## src/rtl/hash_msg_feeder.sv

```systemverilog
// hash_msg_feeder: byte FIFO plus framing FSM that feeds one message to the
// hasher, waits for its digest (or times out) and hands the result back.
//
// Handshakes (cmd_*, in_*, res_*): a transfer happens on a rising clk edge
// where valid and ready are both high. Valid never depends on ready, and a
// source holding valid keeps its payload stable until that edge.
module hash_msg_feeder #(
    parameter int FIFO_DEPTH = 16,
    parameter int TIMEOUT    = 255
) (
    input  logic        clk,
    input  logic        rst,
    input  logic        cmd_valid,
    output logic        cmd_ready,
    input  logic [63:0] cmd_len,
    input  logic        in_valid,
    output logic        in_ready,
    input  logic [7:0]  in_data,
    output logic        M_valid,
    output logic [7:0]  M,
    output logic [63:0] C_in,
    input  logic        hash_ready,
    input  logic [31:0] digest_in,
    output logic        res_valid,
    input  logic        res_ready,
    output logic [31:0] res_digest,
    output logic        res_err,
    output logic        busy,
    output logic [2:0]  state_dbg
);

    localparam int PTR_W = $clog2(FIFO_DEPTH);
    localparam int CNT_W = PTR_W + 1;
    localparam int TMR_W = (TIMEOUT < 1) ? 1 : $clog2(TIMEOUT + 1);

    localparam logic [PTR_W-1:0] PTR_ONE  = PTR_W'(1);
    localparam logic [CNT_W-1:0] CNT_ONE  = CNT_W'(1);
    localparam logic [CNT_W-1:0] CNT_FULL = CNT_W'(FIFO_DEPTH);
    localparam logic [TMR_W-1:0] TMR_ONE  = TMR_W'(1);
    localparam logic [TMR_W-1:0] TMR_MAX  = TMR_W'(TIMEOUT);

    typedef enum logic [2:0] {
        S_IDLE,
        S_EMPTY,
        S_STREAM,
        S_GUARD,
        S_WAIT,
        S_RESULT
    } state_t;

    state_t            state_q, state_d;
    logic [63:0]       rem_q, rem_d;
    logic [63:0]       c_in_q, c_in_d;
    logic              guard_q, guard_d;
    logic [TMR_W-1:0]  timer_q, timer_d;
    logic [31:0]       res_digest_q, res_digest_d;
    logic              res_err_q, res_err_d;
    logic              m_valid_q, m_valid_d;
    logic [7:0]        m_q, m_d;

    logic [7:0]        mem_q [FIFO_DEPTH];
    logic [PTR_W-1:0]  wr_ptr_q, wr_ptr_d;
    logic [PTR_W-1:0]  rd_ptr_q, rd_ptr_d;
    logic [CNT_W-1:0]  count_q, count_d;

    logic push;
    logic pop;
    logic fifo_empty;

    assign fifo_empty = (count_q == '0);
    // Holding in_ready low during reset keeps the flush from racing a push.
    assign in_ready   = !rst && (count_q != CNT_FULL);
    assign push       = in_valid && in_ready;

    assign cmd_ready  = !rst && (state_q == S_IDLE);
    assign busy       = (state_q != S_IDLE);
    assign res_valid  = (state_q == S_RESULT);
    assign res_digest = res_digest_q;
    assign res_err    = res_err_q;
    assign M_valid    = m_valid_q;
    assign M          = m_q;
    assign C_in       = c_in_q;
    assign state_dbg  = state_q;

    // Byte storage; the pointers alone define which entries are live.
    always_ff @(posedge clk) begin
        if (push) begin
            mem_q[wr_ptr_q] <= in_data;
        end
    end

    // FIFO pointer and occupancy update; push and pop may coincide.
    always_comb begin
        wr_ptr_d = wr_ptr_q;
        rd_ptr_d = rd_ptr_q;
        count_d  = count_q;
        if (push) begin
            wr_ptr_d = wr_ptr_q + PTR_ONE;
        end
        if (pop) begin
            rd_ptr_d = rd_ptr_q + PTR_ONE;
        end
        if (push && !pop) begin
            count_d = count_q + CNT_ONE;
        end else if (pop && !push) begin
            count_d = count_q - CNT_ONE;
        end
    end

    // Framing FSM: next state, pop request and registered hasher/result outputs.
    always_comb begin
        state_d      = state_q;
        rem_d        = rem_q;
        c_in_d       = c_in_q;
        guard_d      = guard_q;
        timer_d      = timer_q;
        res_digest_d = res_digest_q;
        res_err_d    = res_err_q;
        m_valid_d    = 1'b0;
        m_d          = m_q;
        pop          = 1'b0;
        case (state_q)
            S_IDLE: begin
                if (cmd_valid) begin
                    c_in_d  = cmd_len;
                    rem_d   = cmd_len;
                    state_d = (cmd_len == 64'd0) ? S_EMPTY : S_STREAM;
                end
            end
            S_EMPTY: begin
                // A zero-length message is still announced with one strobe.
                m_valid_d = 1'b1;
                m_d       = 8'h00;
                guard_d   = 1'b0;
                state_d   = S_GUARD;
            end
            S_STREAM: begin
                if (!fifo_empty) begin
                    pop       = 1'b1;
                    m_valid_d = 1'b1;
                    m_d       = mem_q[rd_ptr_q];
                    rem_d     = rem_q - 64'd1;
                    if (rem_q == 64'd1) begin
                        guard_d = 1'b0;
                        state_d = S_GUARD;
                    end
                end
            end
            S_GUARD: begin
                // Two dead cycles so a ready left high by the last message is ignored.
                if (guard_q) begin
                    timer_d = '0;
                    state_d = S_WAIT;
                end else begin
                    guard_d = 1'b1;
                end
            end
            S_WAIT: begin
                if (hash_ready) begin
                    res_digest_d = digest_in;
                    res_err_d    = 1'b0;
                    state_d      = S_RESULT;
                end else if (timer_q == TMR_MAX) begin
                    res_digest_d = 32'd0;
                    res_err_d    = 1'b1;
                    state_d      = S_RESULT;
                end else begin
                    timer_d = timer_q + TMR_ONE;
                end
            end
            S_RESULT: begin
                if (res_ready) begin
                    state_d = S_IDLE;
                end
            end
            default: begin
                state_d = S_IDLE;
            end
        endcase
    end

    // State and datapath registers with synchronous reset.
    always_ff @(posedge clk) begin
        if (rst) begin
            state_q      <= S_IDLE;
            rem_q        <= 64'd0;
            c_in_q       <= 64'd0;
            guard_q      <= 1'b0;
            timer_q      <= '0;
            res_digest_q <= 32'd0;
            res_err_q    <= 1'b0;
            m_valid_q    <= 1'b0;
            m_q          <= 8'h00;
            wr_ptr_q     <= '0;
            rd_ptr_q     <= '0;
            count_q      <= '0;
        end else begin
            state_q      <= state_d;
            rem_q        <= rem_d;
            c_in_q       <= c_in_d;
            guard_q      <= guard_d;
            timer_q      <= timer_d;
            res_digest_q <= res_digest_d;
            res_err_q    <= res_err_d;
            m_valid_q    <= m_valid_d;
            m_q          <= m_d;
            wr_ptr_q     <= wr_ptr_d;
            rd_ptr_q     <= rd_ptr_d;
            count_q      <= count_d;
        end
    end

endmodule

```

## config.mk

```make
export PLATFORM = sky130hd
export DESIGN_NAME = hash_msg_feeder
export DESIGN_NICKNAME = d
export VERILOG_FILES = /design/src/rtl/hash_msg_feeder.sv
export SDC_FILE = /design/constraint.sdc
export NUM_CORES = 1
export LEC_CHECK = 0
export ABC_AREA = 1
export CAP_MARGIN = 30
export CORE_MARGIN = 10
export CORE_UTILIZATION = 55
export CTS_CLUSTER_DIAMETER = 100
export DETAILED_ROUTE_END_ITERATION = 12
export PLACE_DENSITY = 0.81
export REMOVE_ABC_BUFFERS = 1
export SLEW_MARGIN = 20
export SYNTH_ARGS = -nofsm -noshare
export SYNTH_HDL_FRONTEND = slang
export SYNTH_SLANG_ARGS = --single-unit
```

## constraint.sdc

```tcl
create_clock -name clk -period 2.8 [get_ports clk]
set_input_delay 0.56 -clock clk [delete_from_list [all_inputs] [get_ports clk]]
set_output_delay 0.56 -clock clk [all_outputs]
set_load 0.01 [all_outputs]
```

**Run 1: placement by cell class**

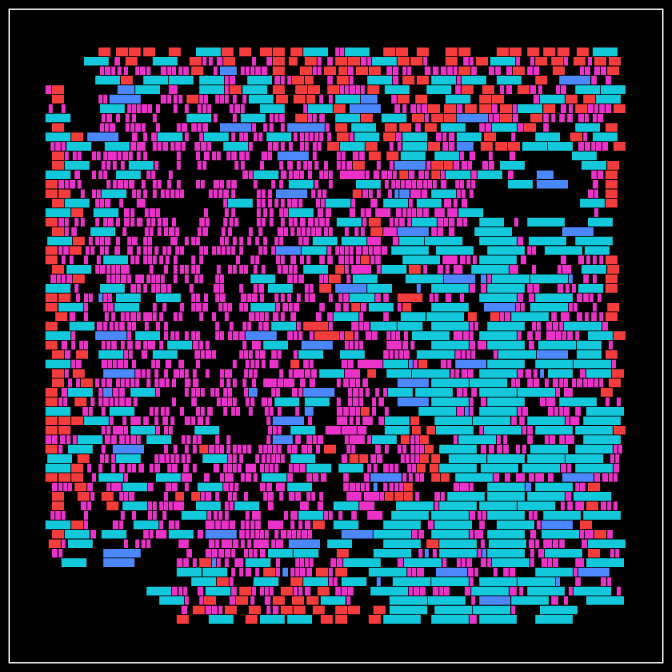
blue -> clock drivers and dummy loads  # cells 65
red -> remaining buffers and delay cells  # cells 264
cyan -> sequential cells  # cells 327
magenta -> remaining logic cells  # cells 1635
Layout Cell Area excl Fill: 0.0192 mm^2
utilization after layout: 69.3%

**Run 1: clock routing**

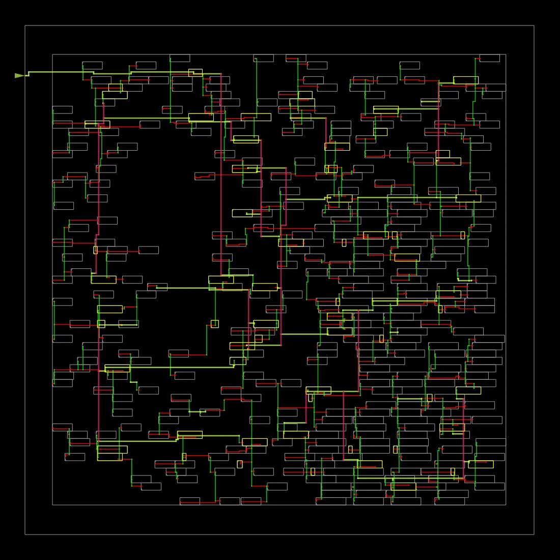
Worst-Skew Late Latency: 0.53 ns
CTS buffer count: 36
CTS sink count: 327
total number of sequential cells: 327

==> flow report, run 1 <==
CLOCKING
-------------------------------------------------------------------------
Post-cts gate resize count                                              0
Hold_buf cts                                                            0

SETUP PATH
-------------------------------------------------------------------------
Largest driver fanout on the critical path                              6

FINISH
-------------------------------------------------------------------------
Diodes inserted                                                         2
NumNets Final                                                        2387
Number of filler cells placed in the layout                          2284
Number of logic gates                                                1521
Sequential portion of the cell area                                 40.8%

STA
-------------------------------------------------------------------------
Number of hold-slack violations in the final timing report              0
Unrepaired setup endpoints after global routing                     false
Ratio of final minimum period to clock period                       95.6%
Fin Setup TNS                                                        0 ns
Minimum setup slack in the final design                          0.124 ns

PLACEMENT
-------------------------------------------------------------------------
Setup Slack @ Placement                                         0.0895 ns
Port buffer count                                                     222

RUN
-------------------------------------------------------------------------
Reported max-cap violation count                                        0

LOGIC SYNTHESIS
-------------------------------------------------------------------------
Area fraction in compound gates                                     12.9%
Commonest flop                                               sky130_fd_sc_hd__dfxtp_1
Post-Synthesis Cell Area                                      0.0154 mm^2
Most used standard cells in the synthesized netlist          sky130_fd_sc_hd__nor2_1 (518), sky130_fd_sc_hd__nand2_1 (437), sky130_fd_sc_hd__dfxtp_1 (199)
Count leader, synth                                          sky130_fd_sc_hd__nor2_1

DIE
-------------------------------------------------------------------------
Std-Cell Rows                                                          61
Total core area                                               0.0277 mm^2

RUN STATUS
-------------------------------------------------------------------------
Status                                                          completed

DETAILED ROUTING
-------------------------------------------------------------------------
DR WL met2                                                        23.3 mm

GLOBAL ROUTING
-------------------------------------------------------------------------
Total routing resource utilization after global routing             25.3%

**Run 1: selected gate families**

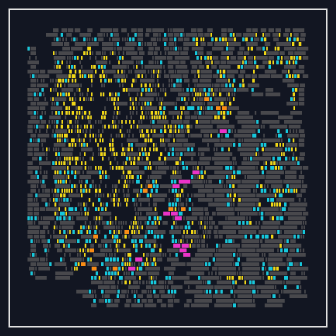
yellow -> nand cells  # cells 585, most used nand2_1
orange -> xor and xnor cells  # cells 13, most used xor2_1
magenta -> fa/ha/maj cells  # cells 13, most used ha_1
cyan -> aoi and oai cells  # cells 378, most used o21ai_0, where all over the die
most frequent logic cell in the layout: sky130_fd_sc_hd__nor2_1
post-route insts no fill: 2671
combinational share of cell area: 35.1%

run 1: registers in the layout, indices dropped and copies added, names as in the netlist, named ones only:
| name | flops |
|---|---|
| mem_q | 128 |
| C_in | 64 |
| rem_q | 64 |
| res_digest | 32 |
| M | 8 |
| timer_q | 8 |
| count_q | 5 |
| rd_ptr_q | 4 |
| wr_ptr_q | 4 |
| state_dbg | 3 |
| M_valid | 1 |
| guard_q | 1 |
| res_err | 1 |
run 1: cell usage in the layout, fill, tap and decap left out, drive strengths merged:
cell           netlist  layout
a31oi                2       2
fa                   1       1
diode                0       2
bufinv               0       2
or2                  2       2
nor2               523     523
and2                 1       1
clkinvlp             0       3
nand2              439     439
buf                 36      43
clkbuf              64      52
o31ai                2       2
a211oi               3       3
nand3b               9       9
inv                114     116
clkinv               0       6
o211ai              21      21
o22ai                6       6
nor3                 6       6
o2111ai              3       3
a21oi              147     147
dfxtp              199     199
xor2                 9       9
nand3              136     136
clkdlybuf4s50        0     221
xnor2                4       4
o21ai              194     194
nand4                1       1
ha                  12      12
edfxtp             128     128
run 1: critical path: stages, from the launching register on:
cell and delay, ns:
sky130_fd_sc_hd__dfxtp_1 0.51, sky130_fd_sc_hd__inv_2 0.12, sky130_fd_sc_hd__nor3_1 0.33, sky130_fd_sc_hd__clkdlybuf4s50_1 0.63
run 1: routing by layer:
layer / up-vias / GRT usage [%]
li1: 7165 / -
met1: 6685 / 29.7
met2: 561 / 44.8
met3: 112 / 4.10
met4: 0 / 10.9
met5: - / 0
run 1: power breakdown:
group | switching (mW) | leakage [nW] | internal [mW]
Clock | 1.93 | 0.558 | 2.72
Combinational | 5.67 | 3.99 | 2.95
Sequential | 0.707 | 2.78 | 5.74
--- run 2 (diff from run 1) ---
- REMOVE_ABC_BUFFERS: 1 -> unset
**Run 2: routed clock nets over the placement**

Bar = 50 um.
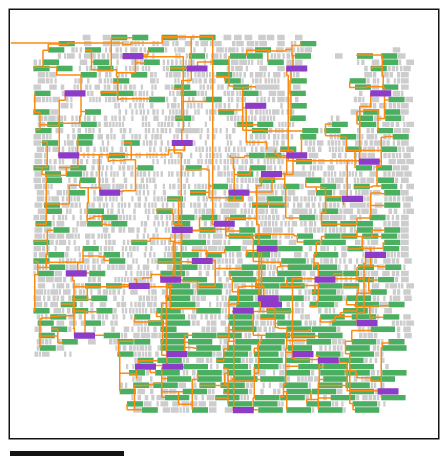
orange -> clock wires  # length 3890 um
green -> flip-flops  # count 327
purple -> clock-net drivers  # count 35
routed clock nets = 36
flops lie = all over the die
clock network fraction of design power: 23.7%
Worst-Skew Late Latency: 0.54 ns
setup clock skew after layout: 0.0300 ns
Clock Power: 4.70 mW

**Run 2: register map, names as in the netlist**

Other sequential cells in the stronger gray, the rest of the logic in the fainter gray.
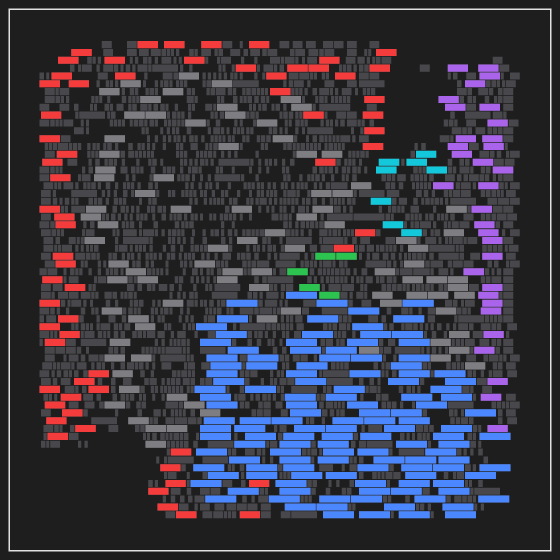
red -> C_in  # placed flops 64
green -> count_q  # placed flops 5, where center
blue -> mem_q  # placed flops 128
cyan -> timer_q  # placed flops 8
purple -> res_digest  # placed flops 32

==> run 2 against run 1 <==
Net effect:
- total power increased by 0.80%
- register-to-register slack about the same
- sequential power about the same
- combinational power increased by 1%
- setup slack about the same
- sequential cell count unchanged
- synthesized cell count unchanged
- clock power increased by 1%
- highest routed layer unchanged
- hold slack improved by 0.016 ns
==> flow report, run 2 <==
SETUP PATH
--------------------------------------------------------------------------------
Largest driver fanout on the critical path                                     6
Cell type group with the largest total delay on the critical path   buffers and inverters
Number of buffers and inverters on the critical path                           2
Critical-path cell list                                             inv_2, nor3_1, clkdlybuf4s50_1
Slowest stage cell on the critical path                             sky130_fd_sc_hd__clkdlybuf4s50_1

STA
--------------------------------------------------------------------------------
Fin Setup TNS                                                               0 ns
Unrepaired setup endpoints after global routing                            false
Highest clock rate                                                       374 MHz

GLOBAL ROUTING
--------------------------------------------------------------------------------
Most used routing layer in global routing                                   met2
Global routing usage on met2                                               42.0%
Met3 GRT Util                                                              5.26%
Met1 track demand over resource                                            32.4%

RUN
--------------------------------------------------------------------------------
Reported max-cap violation count                                               0

DETAILED ROUTING
--------------------------------------------------------------------------------
Mean number of vias per cell                                                5.55
DR WL met2                                                               21.6 mm

PLACEMENT
--------------------------------------------------------------------------------
Port buffer count                                                            222

FINISH
--------------------------------------------------------------------------------
Most frequent logic cell in the layout                              sky130_fd_sc_hd__nor2_1
Largest Register                                                           mem_q
Max reg flops                                                                128
Diodes inserted                                                                0
Share of cells above drive strength 1                                      5.42%
NumNets Final                                                               2386
Post-route insts no fill                                                    2667
Highest-count cells in the layout ignoring fill and taps            sky130_fd_sc_hd__nor2_1 (517), sky130_fd_sc_hd__nand2_1 (436), sky130_fd_sc_hd__clkdlybuf4s50_1 (221), sky130_fd_sc_hd__dfxtp_1 (198), sky130_fd_sc_hd__o21ai_0 (191)
Layout Cell Area excl Fill                                           0.0192 mm^2

CLOCKING
--------------------------------------------------------------------------------
CTS buffer count                                                              35
CTS sink count                                                               327
Number of setup buffers added after CTS                                        0

LOGIC SYNTHESIS
--------------------------------------------------------------------------------
Count leader, synth                                                 sky130_fd_sc_hd__nor2_1
Commonest flop                                                      sky130_fd_sc_hd__dfxtp_1
Synth top area share                                                       25.8%
Most used standard cells in the synthesized netlist                 sky130_fd_sc_hd__nor2_1 (518), sky130_fd_sc_hd__nand2_1 (437), sky130_fd_sc_hd__dfxtp_1 (199)
Post-Synthesis Cell Area                                             0.0154 mm^2

RUN STATUS
--------------------------------------------------------------------------------
Status                                                                 completed

DIE
--------------------------------------------------------------------------------
Std-Cell Rows                                                                 61
Total core area                                                      0.0277 mm^2

==> run 2: final cells by class <==
class                      count  area (um^2)
fill                        2259         8460
sequential                   327         7830
multi-input combinational   1521         6750
timing repair buffer         264         2580
tap                          378          473
clock buffer                  44          985
clock inverter                19          204
inverter                     114          430
==> run 2: logic make-up (layout without fill, tap and decap cells) <==
family	Yosys count	count (layout)	share of synthesized area, %
AND/OR/NAND/NOR	1117	1117	29.0
AND-OR/OR-AND	378	378	12.9
flip-flops	327	327	50.8
buffers and inverters	214	441	5.59
adder cells (fa/ha/maj)	13	13	1.10
XOR/XNOR	13	13	0.738
==> run 2: through the flow <==
step           utilization (%)  setup WS [ns]  power [mW]
2_1_floorplan                -          0.308        12.2
3_3_place_gp              65.1          0.208        14.8
3_5_place_dp              65.1          0.159        15.0
4_1_cts                   69.4         0.0253        19.8
5_1_grt                   69.5         0.0310        21.2
6_report                  69.5          0.124        19.9
==> run 2: power by group <==
| part | internal, mW | switching [mW] |
|---|---|---|
| clock network | 2.72 | 1.98 |
| registers | 5.74 | 0.700 |
| logic | 2.97 | 5.76 |
| total | 11.4 | 8.44 |
==> run 2: final timing paths <==
kind / startpoint / to / slack [ns] / depth (start not counted)
worst max-delay path: state_dbg[2]$_SDFFE_PP0P_ / res_valid / 0.12 / 3
worst min-delay path: M[1]$_SDFFE_PP0P_ / M[1]$_SDFFE_PP0P_ / 0.46 / 2
worst max register to register: count_q[1]$_SDFFE_PP0P_ / count_q[3]$_SDFFE_PP0P_ / 0.33 / 14
worst min register to register: M[1]$_SDFFE_PP0P_ / M[1]$_SDFFE_PP0P_ / 0.46 / 2
==> run 2: timing repair <==
action,in CTS,in global routing
hold buffers,0,0
endpoints found under the setup margin,0,2
gates resized,0,2
--- run 3 (diff from run 2) ---
- ABC_AREA: 1 -> unset
- CORE_UTILIZATION: 55 -> 54
- PLACE_DENSITY: 0.81 -> 0.8
**Run 3: placement by cell class**

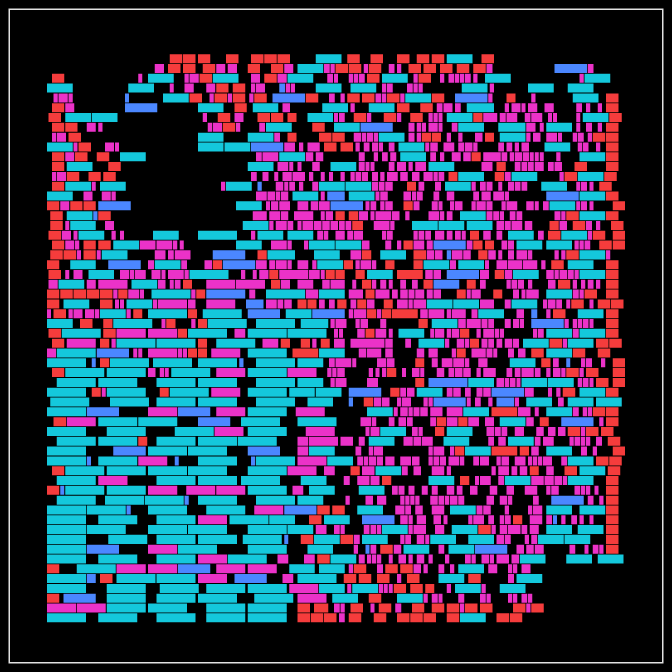
blue -> clock drivers and dummy loads  # cells 61
cyan -> sequential cells  # cells 327
red -> remaining buffers and delay cells  # cells 316
magenta -> remaining logic cells  # cells 938

**Run 3: selected gate families**

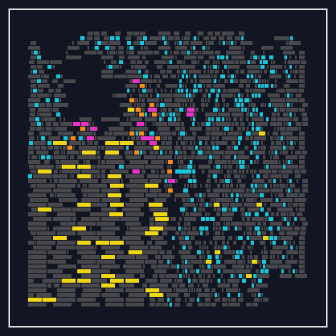
magenta -> fa/ha/maj cells  # cells 13, most used ha_1
yellow -> mux cells  # cells 50, most used mux4_2
orange -> xor and xnor cells  # cells 16, most used xor2_1, where center
cyan -> aoi and oai cells  # cells 281, most used a21oi_1

==> run 3 against run 2 <==
Net effect:
- non-clock buffer count is 52 higher
- clock power shrank 7.2%
- final area is 5.4% lower
- critical path depth is 3 higher
- critical endpoint is now rem_q[27]$_SDFFE_PP0P_
- largest power group is now registers
- hold slack worse by 0.012 ns
- sequential cell count unchanged
- combinational power down 38%
- die size is 7.0% lower
- global-route usage decreased by 0.93 points
- count of clock-buffer cells in the layout increased by 8
- synthesized cell count decreased by 34%
- register-to-register slack lost 0.30 ns
==> flow report, run 3 <==
SETUP PATH
-------------------------------------------------------------------------
Slowest stage cell on the critical path                      sky130_fd_sc_hd__or4_4
Crit Reg-Reg Startpoint                                      rem_q[13]$_SDFFE_PP0P_
R2R cell count                                                          6
Cell with the most instances on the worst path               sky130_fd_sc_hd__or4_4
Setup crit end                                               rem_q[27]$_SDFFE_PP0P_
Launch point of the worst path                               rem_q[13]$_SDFFE_PP0P_
Capture point of the worst reg-to-reg path                   rem_q[27]$_SDFFE_PP0P_

FINISH
-------------------------------------------------------------------------
NumNets Final                                                        1741
Highest-count cells in the layout ignoring fill and taps     sky130_fd_sc_hd__clkdlybuf4s50_1 (220), sky130_fd_sc_hd__nand2_1 (208), sky130_fd_sc_hd__dfxtp_1 (195), sky130_fd_sc_hd__nor2_1 (133), sky130_fd_sc_hd__edfxtp_1 (128)
Share of cells above drive strength 1                               13.4%
Most frequent logic cell in the layout                       sky130_fd_sc_hd__clkdlybuf4s50_1

PWR
-------------------------------------------------------------------------
Power in combinational cells                                      5.45 mW
Int Pwr                                                           10.3 mW
Clock network fraction of design power                              27.5%
Net switching power                                               5.53 mW
Top pwr grp                                                     registers
Sequential Power                                                  6.03 mW
Clock Power                                                       4.36 mW

LOGIC SYNTHESIS
-------------------------------------------------------------------------
Synth top area share                                                28.5%
Most used standard cells in the synthesized netlist          sky130_fd_sc_hd__nand2_1 (209), sky130_fd_sc_hd__dfxtp_1 (199), sky130_fd_sc_hd__nor2_1 (136)
Count leader, synth                                          sky130_fd_sc_hd__nand2_1
Commonest flop                                               sky130_fd_sc_hd__dfxtp_1
Post-Synthesis Cell Area                                      0.0140 mm^2

PLACEMENT
-------------------------------------------------------------------------
Port buffer count                                                     222

GLOBAL ROUTING
-------------------------------------------------------------------------
Total routing resource utilization after global routing             24.4%

RUN
-------------------------------------------------------------------------
Reported max-cap violation count                                        0

CLOCKING
-------------------------------------------------------------------------
CTS buffer count                                                       35
Worst-Skew Late Latency                                           0.54 ns

DETAILED ROUTING
-------------------------------------------------------------------------
Mean number of vias per cell                                         6.08

STA
-------------------------------------------------------------------------
Number of hold-slack violations in the final timing report              0
Highest clock rate                                                361 MHz

DIE
-------------------------------------------------------------------------
Std-Cell Rows                                                          58

MIN PATH
-------------------------------------------------------------------------
Worst hold path depth                                                   2

RUN STATUS
-------------------------------------------------------------------------
Status                                                          completed

[run 3: cell count changes in the layout (fill, tap and decap cells not counted), sizes merged, moves of 32 or more]
cell / change
o21ai: -151
buf: +52
a21oi: -32
mux4: +40
inv: -104
nor4: +38
nand2: -230
nand3: -110
nor3: +40
a22oi: +47
nor2: -387
[run 3: area by class of cell]
class	count	area, um^2	share of cell area (%)
Antenna cell	1	2.50	0.0137
Multi-Input combinational cell	926	5840	32.1
Clock inverter	9	109	0.598
Tap cell	330	413	2.27
Inverter	12	46.3	0.254
Sequential cell	327	7830	43.0
Clock buffer	52	970	5.33
Timing Repair Buffer	316	2990	16.4
[run 3: kinds of logic after synthesis]
family          count (synthesis)  synth area share (%)
buf+inv                       102                  2.79
compound gates                309                  14.0
fa+ha+maj                      13                  1.22
simple gates                  538                  17.7
mux                            50                  7.19
flops                         327                  56.1
xor+xnor                       16                  1.00
[run 3: stage by stage]
step | setup TNS [ns] | area (um^2) | cells | hold slack, ns
after floorplan | -0.188 | 14000 | 1355 | 0.446
after global placement | -0.308 | 17100 | 1911 | 0.441
after detailed placement | -0.492 | 17100 | 1911 | 0.446
after CTS | 0 | 18200 | 1972 | 0.454
after global routing | -0.0918 | 18200 | 1972 | 0.468
final | 0 | 18200 | 1973 | 0.451
[run 3: layer usage]
layer / track usage (%) / up-vias / part of all wire, %
met1: 29.5 / 5747 / 38
met2: 41.9 / 587 / 50
met4: 8.83 / 0 / 3.3
met3: 5.37 / 99 / 8.4
met5: 0 / - / 0
li1: - / 5558 / -
[run 3: repair_timing]
action | CTS | global route
gates cloned | 0 | 0
resized | 5 | 13
buffers inserted | 0 | 0
hold buffers | 0 | 0
endpoints found under the hold margin | 0 | 0
setup endpoints to repair | 6 | 10
pin swaps | 1 | 3
No activity file was given, so power comes from the tool's default toggle rates.
